Fig. 1: run 1, cell placement
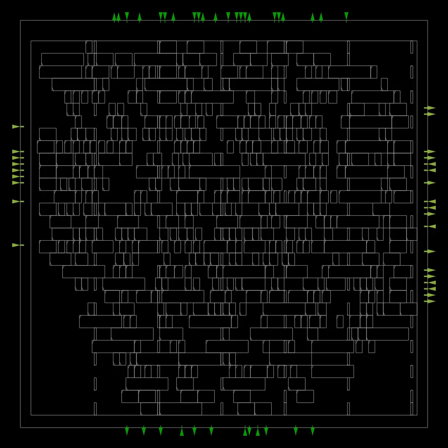
Fig. 2: run 1, signal wires by layer
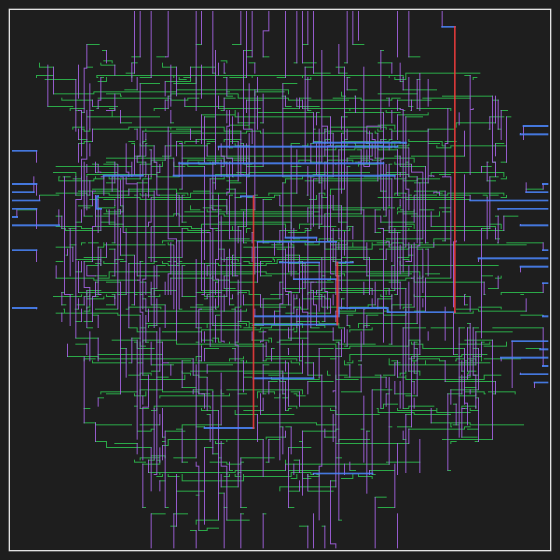
Fig. 3: run 1, placed cells, one color a class
Bar = 20 um. Fill, decap, tap and diode cells in gray.
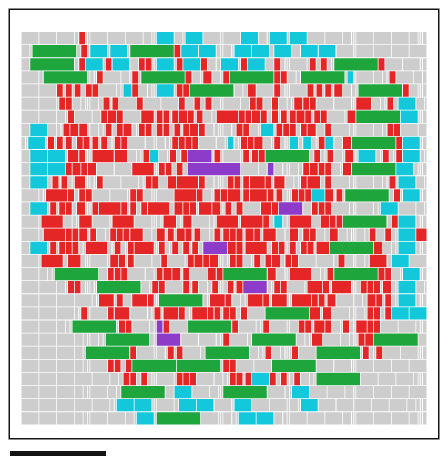
$ cat config.mk
export PLATFORM = sky130hd
export DESIGN_NAME = jk_bank_sequencer
export DESIGN_NICKNAME = d
export VERILOG_FILES = /design/src/rtl/jk_bank_sequencer.sv
export SDC_FILE = /design/constraint.sdc
export NUM_CORES = 1
export LEC_CHECK = 0
export ABC_AREA = 1
export CORE_MARGIN = 2
export CORE_UTILIZATION = 40
export CTS_CLUSTER_SIZE = 16
export DETAILED_ROUTE_END_ITERATION = 7
export GPL_TIMING_DRIVEN = 0
export PLACE_DENSITY = 0.68
export SETUP_SLACK_MARGIN = 0.05
export SLEW_MARGIN = 10
export SYNTH_ARGS = -nofsm -noshare
export SYNTH_HDL_FRONTEND = slang
export SYNTH_SLANG_ARGS = --single-unit
$ cat constraint.sdc
create_clock -name clk -period 3.1 [get_ports clk]
set_clock_uncertainty 0.2 [all_clocks]
set_input_delay 0.465 -clock clk [delete_from_list [all_inputs] [get_ports clk]]
set_output_delay 0.465 -clock clk [all_outputs]
set_load 0.01 [all_outputs]
$ cat src/rtl/jk_bank_sequencer.sv
// Command sequencer for a bank of JK latch cells: turns LOAD/SET/CLEAR/TOGGLE/COUNT/
// BANKRST/READ commands into j/k vectors plus one strobe, then reads the bank back.
module jk_bank_sequencer #(
  parameter int WIDTH  = 8,
  parameter int SETTLE = 2
) (
  input  logic             clk,
  input  logic             reset,
  input  logic             cmd_valid,
  output logic             cmd_ready,
  input  logic [2:0]       cmd_op,
  input  logic [WIDTH-1:0] cmd_data,
  input  logic [WIDTH-1:0] cmd_mask,
  output logic [WIDTH-1:0] bank_j,
  output logic [WIDTH-1:0] bank_k,
  output logic             bank_clk,
  output logic             bank_rst,
  input  logic [WIDTH-1:0] bank_q,
  output logic             rsp_valid,
  input  logic             rsp_ready,
  output logic [WIDTH-1:0] rsp_data,
  output logic             rsp_err,
  output logic             busy
);

  localparam int CW = (SETTLE > 1) ? $clog2(SETTLE) : 1;

  typedef enum logic [2:0] {
    S_IDLE, S_DRIVE, S_STROBE, S_SETTLE, S_RESP
  } state_e;

  typedef enum logic [2:0] {
    OP_NOP    = 3'd0,
    OP_LOAD   = 3'd1,
    OP_SET    = 3'd2,
    OP_CLEAR  = 3'd3,
    OP_TOGGLE = 3'd4,
    OP_READ   = 3'd5,
    OP_COUNT  = 3'd6,
    OP_BANKRST = 3'd7
  } op_e;

  state_e            state_q, state_d;
  logic [WIDTH-1:0]  j_q, j_d, k_q, k_d, exp_q, exp_d;
  logic [WIDTH-1:0]  rsp_data_q, rsp_data_d;
  logic              rsp_err_q, rsp_err_d;
  logic              bankrst_q, bankrst_d;
  logic [CW-1:0]     cnt_q, cnt_d;

  logic [WIDTH-1:0]  acc_j, acc_k, acc_e, cnt_jk;
  logic              carry;

  // Per-op j/k and expected value, computed from the bank snapshot at accept time.
  // NOTE: every output gets a default first so no path leaves a signal unassigned (no latch).
  always_comb begin
    cnt_jk = '0;
    carry  = 1'b1;
    for (int i = 0; i < WIDTH; i++) begin
      cnt_jk[i] = carry;
      carry     = carry & bank_q[i];
    end

    acc_j = '0;
    acc_k = '0;
    acc_e = '0;
    case (op_e'(cmd_op))
      OP_LOAD: begin
        acc_j = cmd_data & cmd_mask;
        acc_k = ~cmd_data & cmd_mask;
        acc_e = (bank_q & ~cmd_mask) | (cmd_data & cmd_mask);
      end
      OP_SET: begin
        acc_j = cmd_mask;
        acc_e = bank_q | cmd_mask;
      end
      OP_CLEAR: begin
        acc_k = cmd_mask;
        acc_e = bank_q & ~cmd_mask;
      end
      OP_TOGGLE: begin
        acc_j = cmd_mask;
        acc_k = cmd_mask;
        acc_e = bank_q ^ cmd_mask;
      end
      OP_COUNT: begin
        acc_j = cnt_jk;
        acc_k = cnt_jk;
        acc_e = bank_q + WIDTH'(1);
      end
      default: ;
    endcase
  end

  always_comb begin
    state_d    = state_q;
    j_d        = j_q;
    k_d        = k_q;
    exp_d      = exp_q;
    bankrst_d  = bankrst_q;
    cnt_d      = cnt_q;
    rsp_data_d = rsp_data_q;
    rsp_err_d  = rsp_err_q;

    case (state_q)
      S_IDLE: begin
        if (cmd_valid) begin
          j_d       = acc_j;
          k_d       = acc_k;
          exp_d     = acc_e;
          bankrst_d = (op_e'(cmd_op) == OP_BANKRST);
          case (op_e'(cmd_op))
            OP_NOP: ;
            OP_READ: begin
              rsp_data_d = bank_q;
              rsp_err_d  = 1'b0;
              state_d    = S_RESP;
            end
            default: state_d = S_DRIVE;
          endcase
        end
      end
      S_DRIVE:  state_d = S_STROBE;
      S_STROBE: begin
        cnt_d   = CW'(SETTLE - 1);
        state_d = S_SETTLE;
      end
      S_SETTLE: begin
        if (cnt_q == '0) begin
          rsp_data_d = bank_q;
          rsp_err_d  = (bank_q != exp_q);
          state_d    = S_RESP;
        end else begin
          cnt_d = cnt_q - CW'(1);
        end
      end
      S_RESP: if (rsp_ready) state_d = S_IDLE;
      default: state_d = S_IDLE;
    endcase
  end

  // NOTE: state registers use non-blocking assignments so every flop samples pre-edge values.
  always_ff @(posedge clk or posedge reset) begin
    if (reset) begin
      state_q    <= S_IDLE;
      j_q        <= '0;
      k_q        <= '0;
      exp_q      <= '0;
      bankrst_q  <= 1'b0;
      cnt_q      <= '0;
      rsp_data_q <= '0;
      rsp_err_q  <= 1'b0;
    end else begin
      state_q    <= state_d;
      j_q        <= j_d;
      k_q        <= k_d;
      exp_q      <= exp_d;
      bankrst_q  <= bankrst_d;
      cnt_q      <= cnt_d;
      rsp_data_q <= rsp_data_d;
      rsp_err_q  <= rsp_err_d;
    end
  end

  logic drive_phase;
  assign drive_phase = (state_q == S_DRIVE) || (state_q == S_STROBE) || (state_q == S_SETTLE);

  // j/k are forced to zero outside the drive window so the bank simply holds.
  assign bank_j    = drive_phase ? j_q : '0;
  assign bank_k    = drive_phase ? k_q : '0;
  assign bank_clk  = (state_q == S_STROBE);
  assign bank_rst  = reset | (bankrst_q & ((state_q == S_DRIVE) || (state_q == S_STROBE)));
  assign cmd_ready = (state_q == S_IDLE);
  assign busy      = (state_q != S_IDLE);
  assign rsp_valid = (state_q == S_RESP);
  assign rsp_data  = rsp_data_q;
  assign rsp_err   = rsp_err_q;

endmodule

==> GITHUB_STEP_SUMMARY, run 1 <==
### Flow metrics

| Metric | Value |
|---|---|
| TritonCTS clock tree | yes |
| Layout net count | between 500 and 600 |
| Status | completed |
| Rel. slew slack | 0.6607 |
| Die width | 88.78 um |
| Flop2flop setup slack | between 1 and 1.5 ns |
| Gr busiest metal | met2 |
| TritonCTS Sinks | 38 |
| Via count | 2872 |
| Via/cell ratio | 4.693 |
| Top cell type's share of synthesized area | 0.3307 |
| RR Endpoint | k_q[2]$_DFFE_PP0P_ |
| Yosys Chip Area | about 0.0029 sq mm |
| Worst-skew pair later-pin latency | a little under 0.3 ns |
| Mux share of post-synthesis cell area | 0 |
| Post-synthesis cell area | 0.002875 sq mm |
| Met2 wire length | approximately 3600 um |
| Routing usage on met2 | 0.3392 |
| R2R depth | 8 |
| Metal3 WL | about 350 um |
| AO/OA Area Share | 0.04134 |
| Critical hold path startpoint | rsp_data[6]$_DFFE_PP0P_ |
| CP arrival | a little over 2 ns |
| FF-to-FF Start | state_q[0]$_DFFE_PP0P_ |
| Number of routed nets with antenna violations | 0 |
| Top-Level Pins | a little over 60 |
| Met1 WL | between 3000 and 4000 um |
| Area leader, netlist | dfrtp_1 |
| CP endpoint kind | output port |
| Crit. Startpoint | state_q[0]$_DFFE_PP0P_ |
| WL per Instance | ~12 um |
| PortBufs | approximately 60 |
| Drt total wl | 7417 um |
| Longest Clk Path Bufs | 2 |
| Worst setup path endpoint | bank_k[3] |
| DRC viols | 0 |
| Htree depth | 2 |
| Hold crit path type | reg2reg |
| Ys Warns | 0 |
| Pwr/cell area | between 600 and 700 mW/mm^2 |
| M1 GR Usage | 0.2606 |
| Final Cycle Share | 0.8654 |
| Cell area after placement | roughly 0.0036 sq mm |
| Max Used Layer | met4 |
| Pre-Repair DR Iteration Count | 4 |
| Yosys xor share | 0.02437 |
| Most frequent cells in the layout | nand2_1 (182), clkdlybuf4s50_1 (60), inv_1 (55), nor2_1 (51), dfrtp_1 (38) |
| Syn avg cell area | about 6.4 sq um |
| Final Hold Vio Count | 0 |
| Fmax | roughly 370 MHz |
| Final GP Congestion | between 0.9 and 1 |
| Post-synth area hogs | dfrtp_1 (33%), nand2_1 (24%), ha_1 (7.8%), inv_1 (7.3%), nor2_1 (6.7%) |
| Min Hold Slack | about 0.28 ns |
| RSZ-0062 raised after global routing | no |
| Hold endpoint | rsp_data[6]$_DFFE_PP0P_ |
| Req. time, crit path | ~2.4 ns |
| Leakage | just under 2 nW |
| Gr ovfl total | 0 |
| Final instance area | 0.003705 sq mm |
| Worst-margin pin slew | ~0.51 ns |
| Die height | about 89 um |
| Final setup TNS | 0 ns |
| 1st-iter DRT viols | about 180 |
| Total core area | between 0.006 and 0.007 sq mm |
| Clk root buf | clkbuf_8 |
| Site row count | 30 |
| Min cycle time layout | between 2 and 3 ns |
| Startpoint Class | register |
| Tool warnings | 34 |
| Worst Hold Path Cells | 2 |
| Global-route total usage across every layer | 0.1997 |
| Initial antenna violation count | 0 |
| FA/HA/MAJ Cells, Area Fraction | 0.07833 |
| DP Cell Count | around 600 |
| Diode count | 0 |
| Ys cells | between 400 and 500 |
| Vias in the first global route | about 2800 |
| Main logic family | simple AND/OR/NAND/NOR gates |
| GR Util met3 | 0.02799 |
| Final setup viols | 0 |
| Slew Limit Fails | 0 |
| FP Util | 0.4186 |
| Critical-path maximum fanout | 10 |
| Distinct lib cells used | 26 |
Notes on Fig. 1 above:
fin cells: 612
Seq/total area: 0.2567
Fillers: 715
final core occ: 0.5393

Notes on Fig. 2 above:
Key: purple = metal 2 [wire length 3570 um]; blue = metal 3 [wire length 352 um]; green = metal 1 [wire length 3410 um]; red = metal 4 [wire length 95.2 um]

Notes on Fig. 3 above:
Key: purple = clock drivers and dummy loads [cells 8]; red = combinational and other logic [cells 400]; cyan = other buffers and delay cells [cells 70]; green = flops [cells 38]

[run 1: area by class of cell]
type / instances / area (sq um) / area share
flip-flops and latches: 38 / 950.9 / 0.2567
well taps: 96 / 120.1 / 0.03242
repair buffers: 60 / 600.6 / 0.1621
clock buffers: 7 / 76.32 / 0.02060
plain buffers: 10 / 52.55 / 0.01418
clock inverters: 1 / 30.03 / 0.008105
multi-input cells: 335 / 1628 / 0.4394
inverters: 65 / 246.5 / 0.06653
[run 1: critical path, cell delays in order (launching register included)]
cell and delay (ns):
dfrtp_1 0.41, inv_2 0.09, nand2_1 0.08, nand2_1 0.20, clkbuf_1 0.37, nor2_1 0.08
clkdlybuf4s50_1 0.49
[run 1: where the power goes]
part | internal [mW] | leakage, nW | switching, mW
registers | 0.713 | 0.493 | 0.110
clock network | 0.241 | 0.0524 | 0.180
logic | 0.545 | 1.43 | 0.659
[run 1: cell usage after synthesis]
| master | count |
|---|---|
| a21oi_1 | 2 |
| a22oi_1 | 1 |
| buf_2 | 6 |
| buf_4 | 2 |
| clkbuf_1 | 2 |
| dfrtp_1 | 38 |
| ha_1 | 18 |
| inv_1 | 56 |
| inv_2 | 9 |
| nand2_1 | 182 |
| nand2_2 | 2 |
| nand2_4 | 1 |
| nand3_1 | 33 |
| nand3_2 | 2 |
| nand3b_1 | 8 |
| nand4_1 | 3 |
| nor2_1 | 51 |
| nor2_2 | 2 |
| nor2_4 | 2 |
| nor3_1 | 2 |
| o21ai_0 | 9 |
| o21ai_1 | 3 |
| o21ai_2 | 3 |
| o21bai_1 | 2 |
| or2_1 | 1 |
| xnor2_1 | 8 |
[run 1: repair_timing]
item                       4_1_cts  5_1_grt
setup endpoints to repair        0        1
setup buffers                    0        0
gates resized                    0        2
Fig. 4: run 1, M1 wires
Supply wires on this layer in gray.
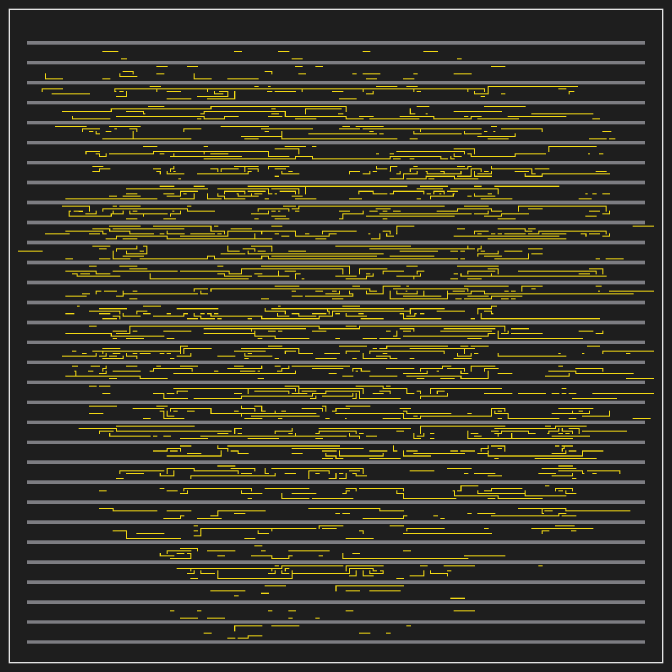

--- run 2 (diff from run 1) ---
- CTS_BUF_LIST: unset -> sky130_fd_sc_hd__clkbuf_16
Fig. 5: run 2, M1 wires
Supply wires on this layer in gray.
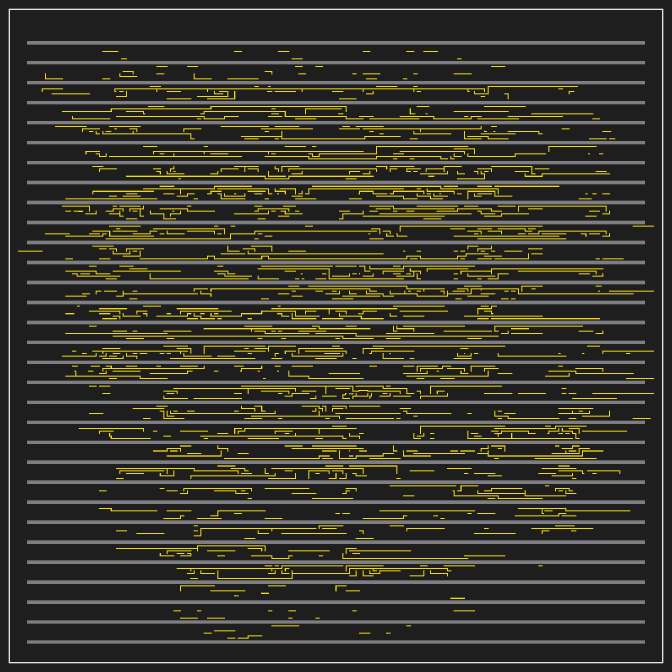
The wires run mostly horizontal. 502 nets have wire on it. The layer carries 3430 um of wire.

Fig. 6: run 2, cell placement
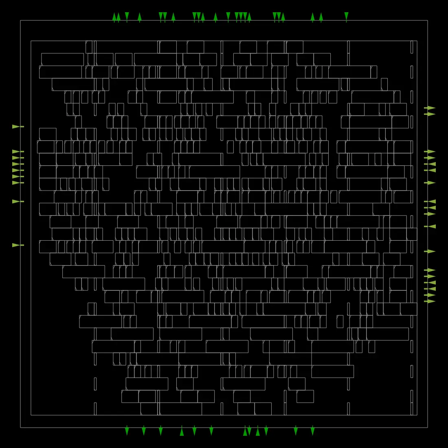
site row count: 30
Flops: 38

==> run 2 against run 1 <==
Against the previous run:
- wire length increased by 0.98%
- synthesized area unchanged
- global-route usage increased by 0.14 points
- critical path depth unchanged
- largest cell class unchanged
- sequential power about the same
- final cell count unchanged
- flip-flop count unchanged
- sequential share of layout area decreased by 0.38 points
- critical endpoint unchanged
- register-to-register slack about the same
- clock power increased by 36%
- total power increased by 6.3%
==> GITHUB_STEP_SUMMARY, run 2 <==
### Flow metrics

| Metric | Value |
|---|---|
| Status | completed |
| TritonCTS clock tree | yes |
| Area leader, netlist | dfrtp_1 |
| Post-synth ARST share | 1.000 |
| Psw | between 0.9 and 1 mW |
| Rel. slew slack | 0.6504 |
| Die width | slightly below 90 um |
| DRC viols | 0 |
| Post-synth area hogs | dfrtp_1 (33%), nand2_1 (24%), ha_1 (7.8%), inv_1 (7.3%), nor2_1 (6.7%) |
| Tool warnings | 34 |
| Vias in the first global route | 2770 |
| Min Hold Slack | around 0.27 ns |
| Fin cells | slightly above 600 |
| Final setup viols | 0 |
| Sequential share of power | 0.317 |
| Die height | 88.78 um |
| Worst Hold Path Cells | 2 |
| Via count | between 2000 and 3000 |
| FP Util | 0.4186 |
| Top_reg_cell synth | dfrtp_1 |
| Clk pwr share | 0.219 |
| CP endpoint kind | output port |
| Post-CTS sizing | 0 |
| Ys Warns | 0 |
| Switching part of the total power | 0.3723 |
| Gr busiest metal | met2 |
| Internal | around 1.6 mW |
| PortBufs | about 60 |
| Htree depth | 2 |
| RSZ-0062 raised after global routing | no |
| Leakage | around 2 nW |
| Final GP Congestion | slightly above 0.9 |
| Final Hold Vio Count | 0 |
| Most common cell in the netlist | nand2_1 |
| 1st-iter DRT viols | 173 |
| Layout net count | between 500 and 600 |
| Fmax | 376.2 MHz |
| Commonest cells in the synthesized netlist | nand2_1 (182), inv_1 (56), nor2_1 (51), dfrtp_1 (38), nand3_1 (33) |
| Min cycle time layout | around 2.7 ns |
| Gate power share | 0.463 |
| RR Endpoint | k_q[2]$_DFFE_PP0P_ |
| Startpoint Class | register |
| Top-Level Pins | 61 |
| Worst-skew pair later-pin latency | around 0.28 ns |
| CP arrival | roughly 2.0 ns |
| Req. time, crit path | between 2 and 2.5 ns |
| Most frequent cells in the layout | nand2_1 (182), clkdlybuf4s50_1 (60), inv_1 (57), nor2_1 (51), dfrtp_1 (38) |
| R2R depth | 8 |
| Final Cycle Share | 0.8575 |
| Worst-margin pin slew | around 0.52 ns |
| Slew Limit Fails | 0 |
Fig. 7: run 2, placed cells, one color a class
Bar = 20 um. Fill, decap, tap and diode cells in gray.
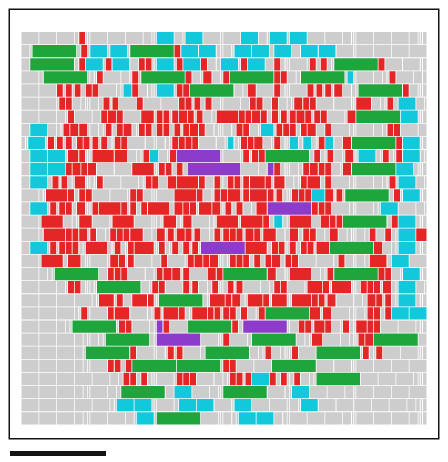
Key: cyan = other buffers and delay cells [cells 70]; purple = clock drivers and dummy loads [cells 8]; red = combinational and other logic [cells 400]; green = flops [cells 38]
total core area: 0.006869 sq mm
final core occ: 0.5475
final instance area: 0.003761 sq mm

## run 2: cell counts after synthesis
Identical to the previous run, type by type.
## run 2: cells by family after synthesis
family,count (synthesis),synth area share
buffers and inverters,75,0.1031
adder cells (fa/ha/maj),18,0.07833
AND/OR/NAND/NOR,289,0.4221
AND-OR/OR-AND,20,0.04134
XOR/XNOR,8,0.02437
flip-flops,38,0.3307
## run 2: how the worst min path moves through the flow
stage	startpoint	endpoint	slack, ns
after floorplan	k_q[0]$_DFFE_PP0P_	k_q[0]$_DFFE_PP0P_	0.25
after global placement	rsp_data[4]$_DFFE_PP0P_	rsp_data[4]$_DFFE_PP0P_	0.26
after detailed placement	rsp_data[6]$_DFFE_PP0P_	rsp_data[6]$_DFFE_PP0P_	0.26
after CTS	rsp_data[6]$_DFFE_PP0P_	rsp_data[6]$_DFFE_PP0P_	0.27
after global routing	rsp_err$_DFFE_PP0P_	rsp_err$_DFFE_PP0P_	0.29
final	rsp_data[6]$_DFFE_PP0P_	rsp_data[6]$_DFFE_PP0P_	0.27
## run 2: cell type report
class | instances | area, sq um
Inverter | 65 | 246.5
Clock inverter | 3 | 37.54
Clock buffer | 5 | 125.1
Tap cell | 96 | 120.1
Fill cell | 706 | 3108
Sequential cell | 38 | 950.9
Buffer | 10 | 52.55
Timing Repair Buffer | 60 | 600.6
Multi-Input combinational cell | 335 | 1628
## run 2: per-layer routing
layer | vias to the layer above | part of all wire
li1 | 1493 | -
met2 | 79 | 0.48
met4 | 0 | 0.014
met3 | 8 | 0.045
met5 | - | 0
met1 | 1338 | 0.46
## run 2: worst max-delay path, stage by stage, from the launching register on
cell,delay [ns]
dfrtp_1,0.40
inv_2,0.09
nand2_1,0.08
nand2_1,0.20
clkbuf_1,0.37
nor2_1,0.08
clkdlybuf4s50_1,0.49
Power is estimated from default activity; no workload was simulated.
